pdn.png
Pins as bars on the die edge.
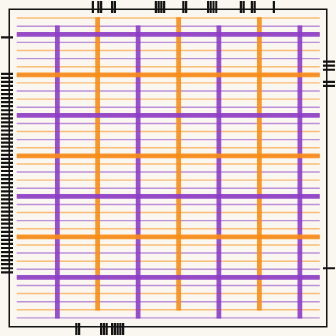
cell_classes.png
The bar under the picture is 20 microns long.
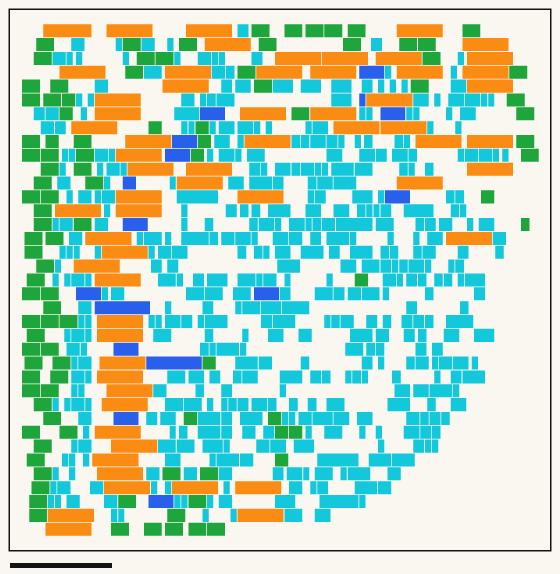
clock_map.png
The bar under the picture is 20 microns long.
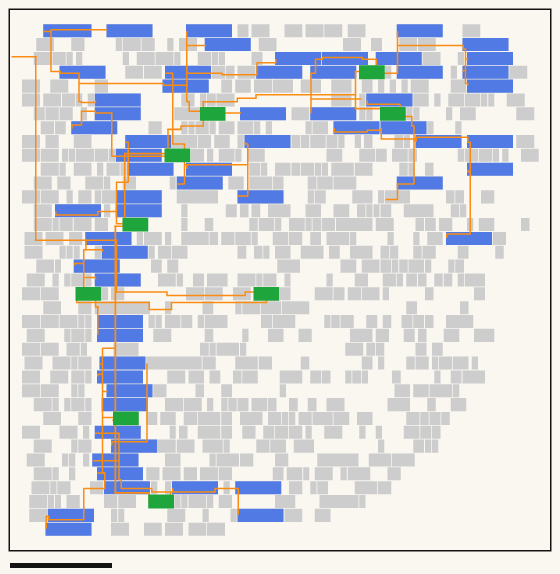
`src/rtl/alu_share_sched_pkg.sv`:
```
// Shared types, widths and the single ALU function used by the shared-ALU scheduler.
// The opcode map lives here so the scheduler and its consumers agree on encodings.
package alu_share_sched_pkg;

    localparam int N   = 8;
    localparam int OPN = 3;

    typedef enum logic [1:0] {
        S_IDLE = 2'd0,
        S_P1   = 2'd1,
        S_P2   = 2'd2,
        S_WAIT = 2'd3
    } state_t;

    localparam logic [OPN-1:0] OP_ADD = 3'd0;
    localparam logic [OPN-1:0] OP_SUB = 3'd1;
    localparam logic [OPN-1:0] OP_AND = 3'd2;
    localparam logic [OPN-1:0] OP_OR  = 3'd3;
    localparam logic [OPN-1:0] OP_XOR = 3'd4;
    localparam logic [OPN-1:0] OP_SHL = 3'd5;
    localparam logic [OPN-1:0] OP_SHR = 3'd6;
    localparam logic [OPN-1:0] OP_PSB = 3'd7;

    // Results are truncated to N bits; shifts use the low three bits of y.
    function automatic logic [N-1:0] alu(
        input logic [OPN-1:0] op,
        input logic [N-1:0]   x,
        input logic [N-1:0]   y
    );
        logic [N-1:0] r;
        r = {N{1'b0}};
        case (op)
            OP_ADD:  r = x + y;
            OP_SUB:  r = x - y;
            OP_AND:  r = x & y;
            OP_OR:   r = x | y;
            OP_XOR:  r = x ^ y;
            OP_SHL:  r = x << y[2:0];
            OP_SHR:  r = x >> y[2:0];
            OP_PSB:  r = y;
            default: r = y;
        endcase
        return r;
    endfunction

endpackage

```
`src/rtl/alu_share_sched_rsp_buf.sv`:
```
// One-entry valid/ready holding register for a requester's result.
// A write may coincide with the consumer draining the old value.
module alu_rsp_buf
    import alu_share_sched_pkg::*;
(
    input  logic         clk,
    input  logic         rst_n,
    input  logic         i_wr,
    input  logic [N-1:0] i_wr_data,
    input  logic         i_rsp_ready,
    output logic         o_can_accept,
    output logic         o_rsp_valid,
    output logic [N-1:0] o_z
);

    logic         r_valid;
    logic [N-1:0] r_z;

    assign o_can_accept = ~r_valid | i_rsp_ready;
    assign o_rsp_valid  = r_valid;
    assign o_z          = r_z;

    // Hold the result until taken; a write wins over a drain in the same cycle.
    always_ff @(posedge clk or negedge rst_n) begin
        if (!rst_n) begin
            r_valid <= 1'b0;
            r_z     <= {N{1'b0}};
        end else if (i_wr) begin
            r_valid <= 1'b1;
            r_z     <= i_wr_data;
        end else if (i_rsp_ready) begin
            r_valid <= 1'b0;
        end
    end

endmodule

```
`src/rtl/alu_share_sched.sv`:
```
// Two requesters share one ALU; each job is z = alu(op2, alu(op1,a,b), c) over two passes.
// Round-robin arbitration, one job in flight, per-requester one-entry result buffers.
module alu_share_sched
    import alu_share_sched_pkg::*;
(
    input  logic           clk,
    input  logic           rst,
    input  logic           req_valid_0,
    input  logic           req_valid_1,
    output logic           req_ready_0,
    output logic           req_ready_1,
    input  logic [N-1:0]   a_0,
    input  logic [N-1:0]   b_0,
    input  logic [N-1:0]   c_0,
    input  logic [N-1:0]   a_1,
    input  logic [N-1:0]   b_1,
    input  logic [N-1:0]   c_1,
    input  logic [OPN-1:0] op1_0,
    input  logic [OPN-1:0] op2_0,
    input  logic [OPN-1:0] op1_1,
    input  logic [OPN-1:0] op2_1,
    output logic           rsp_valid_0,
    output logic           rsp_valid_1,
    input  logic           rsp_ready_0,
    input  logic           rsp_ready_1,
    output logic [N-1:0]   z_0,
    output logic [N-1:0]   z_1,
    output logic           busy
);

    state_t         r_state;
    logic           r_last;
    logic           r_busy;
    logic           r_id;
    logic [OPN-1:0] r_op1;
    logic [OPN-1:0] r_op2;
    logic [N-1:0]   r_a;
    logic [N-1:0]   r_b;
    logic [N-1:0]   r_c;
    logic [N-1:0]   r_q;

    logic [OPN-1:0] w_alu_op;
    logic [N-1:0]   w_alu_x;
    logic [N-1:0]   w_alu_y;
    logic [N-1:0]   w_alu_z;
    logic [N-1:0]   w_wdata;
    logic           w_acc0;
    logic           w_acc1;
    logic           w_write;
    logic           w_window;
    logic           w_pick;
    logic           w_grant_any;

    // Single ALU call site: pass 1 uses (a,b), every other state uses (q,c) with op2.
    always_comb begin
        w_alu_op = r_op2;
        w_alu_x  = r_q;
        w_alu_y  = r_c;
        if (r_state == S_P1) begin
            w_alu_op = r_op1;
            w_alu_x  = r_a;
            w_alu_y  = r_b;
        end else begin
            w_alu_op = r_op2;
            w_alu_x  = r_q;
            w_alu_y  = r_c;
        end
        w_alu_z = alu(w_alu_op, w_alu_x, w_alu_y);
    end

    // Result write and arbitration; a grant shares the cycle with a result write.
    always_comb begin
        w_wdata  = (r_state == S_WAIT) ? r_q : w_alu_z;
        w_write  = ((r_state == S_P2) || (r_state == S_WAIT)) && (r_id ? w_acc1 : w_acc0);
        w_window = rst && ((r_state == S_IDLE) || w_write);
        if (req_valid_0 && req_valid_1) begin
            w_pick = ~r_last;
        end else begin
            w_pick = req_valid_1;
        end
        w_grant_any = w_window && (req_valid_0 || req_valid_1);
    end

    assign req_ready_0 = w_grant_any & ~w_pick;
    assign req_ready_1 = w_grant_any &  w_pick;
    assign busy        = r_busy;

    // Scheduler FSM, round-robin pointer and captured job.
    always_ff @(posedge clk or negedge rst) begin
        if (!rst) begin
            r_state <= S_IDLE;
            r_last  <= 1'b1;
            r_busy  <= 1'b0;
            r_id    <= 1'b0;
            r_op1   <= {OPN{1'b0}};
            r_op2   <= {OPN{1'b0}};
            r_a     <= {N{1'b0}};
            r_b     <= {N{1'b0}};
            r_c     <= {N{1'b0}};
            r_q     <= {N{1'b0}};
        end else begin
            if (w_grant_any) begin
                r_last <= w_pick;
                r_id   <= w_pick;
                r_op1  <= w_pick ? op1_1 : op1_0;
                r_op2  <= w_pick ? op2_1 : op2_0;
                r_a    <= w_pick ? a_1 : a_0;
                r_b    <= w_pick ? b_1 : b_0;
                r_c    <= w_pick ? c_1 : c_0;
            end
            case (r_state)
                S_IDLE: begin
                    r_state <= w_grant_any ? S_P1 : S_IDLE;
                    r_busy  <= w_grant_any;
                end
                S_P1: begin
                    r_q     <= w_alu_z;
                    r_state <= S_P2;
                    r_busy  <= 1'b1;
                end
                S_P2, S_WAIT: begin
                    if (w_write) begin
                        r_state <= w_grant_any ? S_P1 : S_IDLE;
                        r_busy  <= w_grant_any;
                    end else begin
                        // Park the finished result until the buffer frees up.
                        r_q     <= w_wdata;
                        r_state <= S_WAIT;
                        r_busy  <= 1'b1;
                    end
                end
                default: begin
                    r_state <= S_IDLE;
                    r_busy  <= 1'b0;
                end
            endcase
        end
    end

    alu_rsp_buf u_buf0 (
        .clk          (clk),
        .rst_n        (rst),
        .i_wr         (w_write & ~r_id),
        .i_wr_data    (w_wdata),
        .i_rsp_ready  (rsp_ready_0),
        .o_can_accept (w_acc0),
        .o_rsp_valid  (rsp_valid_0),
        .o_z          (z_0)
    );

    alu_rsp_buf u_buf1 (
        .clk          (clk),
        .rst_n        (rst),
        .i_wr         (w_write & r_id),
        .i_wr_data    (w_wdata),
        .i_rsp_ready  (rsp_ready_1),
        .o_can_accept (w_acc1),
        .o_rsp_valid  (rsp_valid_1),
        .o_z          (z_1)
    );

endmodule

```
`config.mk`:
```
export PLATFORM = sky130hd
export DESIGN_NAME = alu_share_sched
export DESIGN_NICKNAME = d
export VERILOG_FILES = /design/src/rtl/alu_share_sched_pkg.sv /design/src/rtl/alu_share_sched_rsp_buf.sv /design/src/rtl/alu_share_sched.sv
export SDC_FILE = /design/constraint.sdc
export NUM_CORES = 1
export LEC_CHECK = 0
export CORE_MARGIN = 2
export CORE_UTILIZATION = 45
export CTS_BUF_LIST = sky130_fd_sc_hd__clkbuf_8 sky130_fd_sc_hd__clkbuf_16
export DETAILED_ROUTE_END_ITERATION = 8
export PLACE_DENSITY = 0.73
export SYNTH_ARGS = -nofsm -noshare
export SYNTH_HDL_FRONTEND = slang
export SYNTH_SLANG_ARGS = --single-unit
```
`constraint.sdc`:
```
create_clock -name clk -period 4.8 [get_ports clk]
set_input_delay 0.96 -clock clk [delete_from_list [all_inputs] [get_ports clk]]
set_output_delay 0.96 -clock clk [all_outputs]
set_load 0.005 [all_outputs]
```
==> results.json <==
{
  "syn_inst": 551,
  "floorplan.io_pins": 87,
  "largest_buffer_count_on_any_clock_path": 2,
  "yosys.area_share.adder": 0.0657,
  "dr.first_iter.drc_count": 382,
  "drive_above_1_share": 0.0883,
  "totalNegativeSetupSlack_ps": 0,
  "synth.yosys.warnings": 0,
  "synth-async-reset-ratio": 1.00,
  "place_ws_ps": 902,
  "synth_flops": 61,
  "slew_violations": 0,
  "switching_share": 0.491,
  "largestPowerGroup": "combinational cells",
  "detail_route.vias_per_cell": 6.08,
  "synthTopCellsByArea": "dfrtp_1 32%, nand2_1 8.2%, ha_1 6.1%, a22oi_1 5.6%, mux2i_1 3.8%",
  "critical_path_class": "flop to flop",
  "number_of_global_route_vias_before_repair": 4528,
  "finalClockPeriodUsage": 0.822,
  "vias": 4680,
  "top_area_frac": 0.320,
  "pg_seq_w": 0.00108,
  "yosys-stat-area_sq_um": 4690,
  "antenna-diode-count": 0,
  "global_route.overflow_total": 0,
  "place.detailed.hpwl_microns": 11800,
  "ctsHtreeMaxLevel": 3,
  "max_cap_viol_count": 0,
  "stdcell_count": 770,
  "finish.utilization": 0.577,
  "post_drt_wl_per_cell_microns": 19.6,
  "p_comb_frac": 0.672,
  "startpoint_type": "flop",
  "groute.usage.overall": 0.281,
  "number_of_enable_type_register_cells_in_the_synthesized_netlist": 0,
  "fp-utilization": 0.458,
  "cts_root_buffer": "clkbuf_8",
  "top_logic_family": "AND-OR/OR-AND gates",
  "comb_power_w": 0.00331,
  "synthMuxAreaShare": 0.0753,
  "wl_microns": 15100,
  "num_clock_sinks": 61,
  "std_cell_rows": 37,
  "syn_nets": 641,
  "compound_gate_portion_of_the_synthesized_area": 0.231,
  "timing.final.setup_violations": 0,
  "rsz0062_at_grt": "no",
  "antenna_found_initial": 0,
  "seqPwrFrac": 0.219,
  "log.warning_count": 35,
  "timing.final.hold_violations": 0,
  "layout.nets": 719,
  "power_clock_w": 0.000535,
  "yosysTopAreaCell": "dfrtp_1",
  "cts.clk_slew.worst_paths_ps": 70,
  "regToRegSetupSlack_ps": 850,
  "pleak_nw": 2.55,
  "gp_congestion": 1.06,
  "cp_data_required_time_ps": 5040,
  "power_density_nw_per_um2": 834,
  "worst_slack_ps": 854,
  "cellInternalPower_w": 0.00250,
  "worst_slew_slack_as_a_fraction_of_its_limit": 0.501,
  "postSynth.topFlopCell": "dfrtp_1",
  "worstSkewPairLatency_ps": 350,
  "number_of_cells_in_yosys_stat": 551,
  "timing.clock.skew_ps": 15.4,
  "critical_path.endpoint_type": "flop",
  "timing.critical_path.fanout_max": 18,
  "postCtsHoldBufs": 0,
  "syn-cell-area_sq_um": 4690,
  "simple_gate_area_frac": 0.218,
  "chip_area_sq_um": 11300,
  "postRouteAntennaNets": 0,
  "placed_cells_incl_taps": 754,
  "area.growth.synth_to_final_pct": 25.8,
  "timing_worst_slew_pin_value_ps": 739,
  "switchingPower_w": 0.00242,
  "cts_repair_resize_count": 0,
  "worst-endpoint-arrival_ps": 4180,
  "avgSynthCellArea_sq_um": 8.51,
  "clock.fmax_mhz": 253,
  "cts_made_buffers": 9,
  "minimum_clock_period_after_layout_ps": 3950,
  "wire_length_of_the_first_global_routing_pass_microns": 24300,
  "cts_tree": "done",
  "pin_count_of_the_biggest_net_entering_global_routing": 62,
  "netlist-cell-type-count": 73,
  "synth-xor-area-share": 0.0243,
  "worst_hold_path_type": "flop to flop",
  "io_buffer_count": 86,
  "drc_violations_left": 0,
  "status": "finished, final reports clean",
  "cts_setup_buffers": 0,
  "synth_seq_share": 0.326,
  "clock_power_share": 0.109,
  "dr.pass1.iters": 5
}
Notes on pdn.png above:
| colour | net |
|---|---|
| orange | VDD |
| purple | VSS |
met4 straps: 7
met5 straps: 7
Die Span X: 106 microns
VDD IR max: 0.331 mV

Notes on cell_classes.png above:
| colour | class | cells |
|---|---|---|
| cyan | all other logic | 456 |
| orange | flops | 61 |
| blue | clock drivers and dummy loads | 16 |
| green | other buffers and delay cells | 101 |

Notes on clock_map.png above:
[green] cells driving clock nets | count: 9
[orange] clock wires | length: 852 microns
[blue] flip-flops | count: 61
flops lie: all over the die

==> per-stage QoR <==
step	hold WS, ps	total power (W)	instance area, sq um
5_1_grt	506	0.00530	5900
2_1_floorplan	473	0.00330	4690
3_3_place_gp	462	0.00430	5660
3_5_place_dp	466	0.00431	5660
6_report	479	0.00492	5900
4_1_cts	482	0.00487	5900
==> flip-flops by register name, indices dropped and copies added (netlist names), 2 cells and up <==
name,cells
r_q,8
u_buf0.o_z,8
r_state,2
r_op2,3
u_buf1.o_z,8
r_op1,3
r_b,8
r_c,8
r_a,8
==> path summary, 6_finish.rpt <==
check                                               start                         to  depth (start not counted)
worst max-delay path                 r_state[1]$_DFF_PN0_  u_buf1.o_z[7]$_DFFE_PN0P_                         14
min in group asynchronous                             rst         r_q[0]$_DFFE_PN0P_                          2
max in group asynchronous                             rst         r_a[6]$_DFFE_PN0P_                          2
worst max register to register       r_state[1]$_DFF_PN0_  u_buf1.o_z[7]$_DFFE_PN0P_                         14
worst min register to register  u_buf0.o_z[0]$_DFFE_PN0P_  u_buf0.o_z[0]$_DFFE_PN0P_                          2
worst min-delay path            u_buf0.o_z[0]$_DFFE_PN0P_  u_buf0.o_z[0]$_DFFE_PN0P_                          2
==> synth_stat cells (all sizes together) (3+ instances only) <==
cell    number
xor2         3
and3         4
buf         18
o211ai       5
o21ai       16
or3          7
mux2i       20
nor4b        3
a31oi       14
ha          23
a211o        3
inv         29
and2         4
o311ai       3
nor3         9
a22oi       35
mux2        11
a21o         5
nand3       11
dfrtp       60
nor2        33
o32ai        4
nand2      102
clkbuf      16
a21oi       23
nand4        3
nor2b        5
nand2b       5
o22ai        6
xnor2       10
nor4bb       6
o221ai       9
o31ai       11
==> layer usage <==
metal  vias to the layer above  routed length [microns]  global-route usage  part of all wire
li1                       2175                        -                   -                 -
met3                        42                     1280              0.0540             0.084
met2                       242                     6810               0.436              0.45
met1                      2221                     6370               0.383              0.42
met4                         0                      648               0.125             0.043
met5                         -                        0                   0                 0
==> critical path, stage by stage (launching register included) <==
cell and delay, ps:
dfrtp_1 420, nor2b_4 490, mux2i_1 550, nor2_1 170
nor2_1 200, xnor2_1 200, inv_1 80, ha_1 260
nor2b_1 130, o21a_1 180, o31a_1 260, o41ai_1 300
and2_1 180, mux2i_1 100, o311ai_0 310
==> cell families (layout without fill, tap and decap cells) <==
family | after synthesis | in the layout
simple gates | 208 | 208
buf+inv | 63 | 146
flops | 61 | 61
compound gates | 151 | 151
xor+xnor | 13 | 13
fa+ha+maj | 24 | 24
mux | 31 | 31
==> cell usage in the layout (no fill, tap or decap), drive strengths merged, types with 11 or more instances in the layout <==
cell type / n
o31ai: 11
ha: 23
nand3: 11
dfrtp: 60
o21ai: 16
a31oi: 14
mux2: 11
nor2: 33
clkbuf: 12
a22oi: 35
nand2: 102
inv: 30
mux2i: 20
a21oi: 23
clkdlybuf4s50: 85
buf: 16
==> cell type report <==
cell class / instances / area (sq um)
Multi-Input combinational cell: 427 / 2890
Fill cell: 916 / 4330
Clock inverter: 4 / 71.3
Sequential cell: 61 / 1530
Timing Repair Buffer: 101 / 968
Clock buffer: 12 / 165
Tap cell: 136 / 170
Inverter: 29 / 111
Power figures rest on the tool's default switching activity, not on a simulated workload.
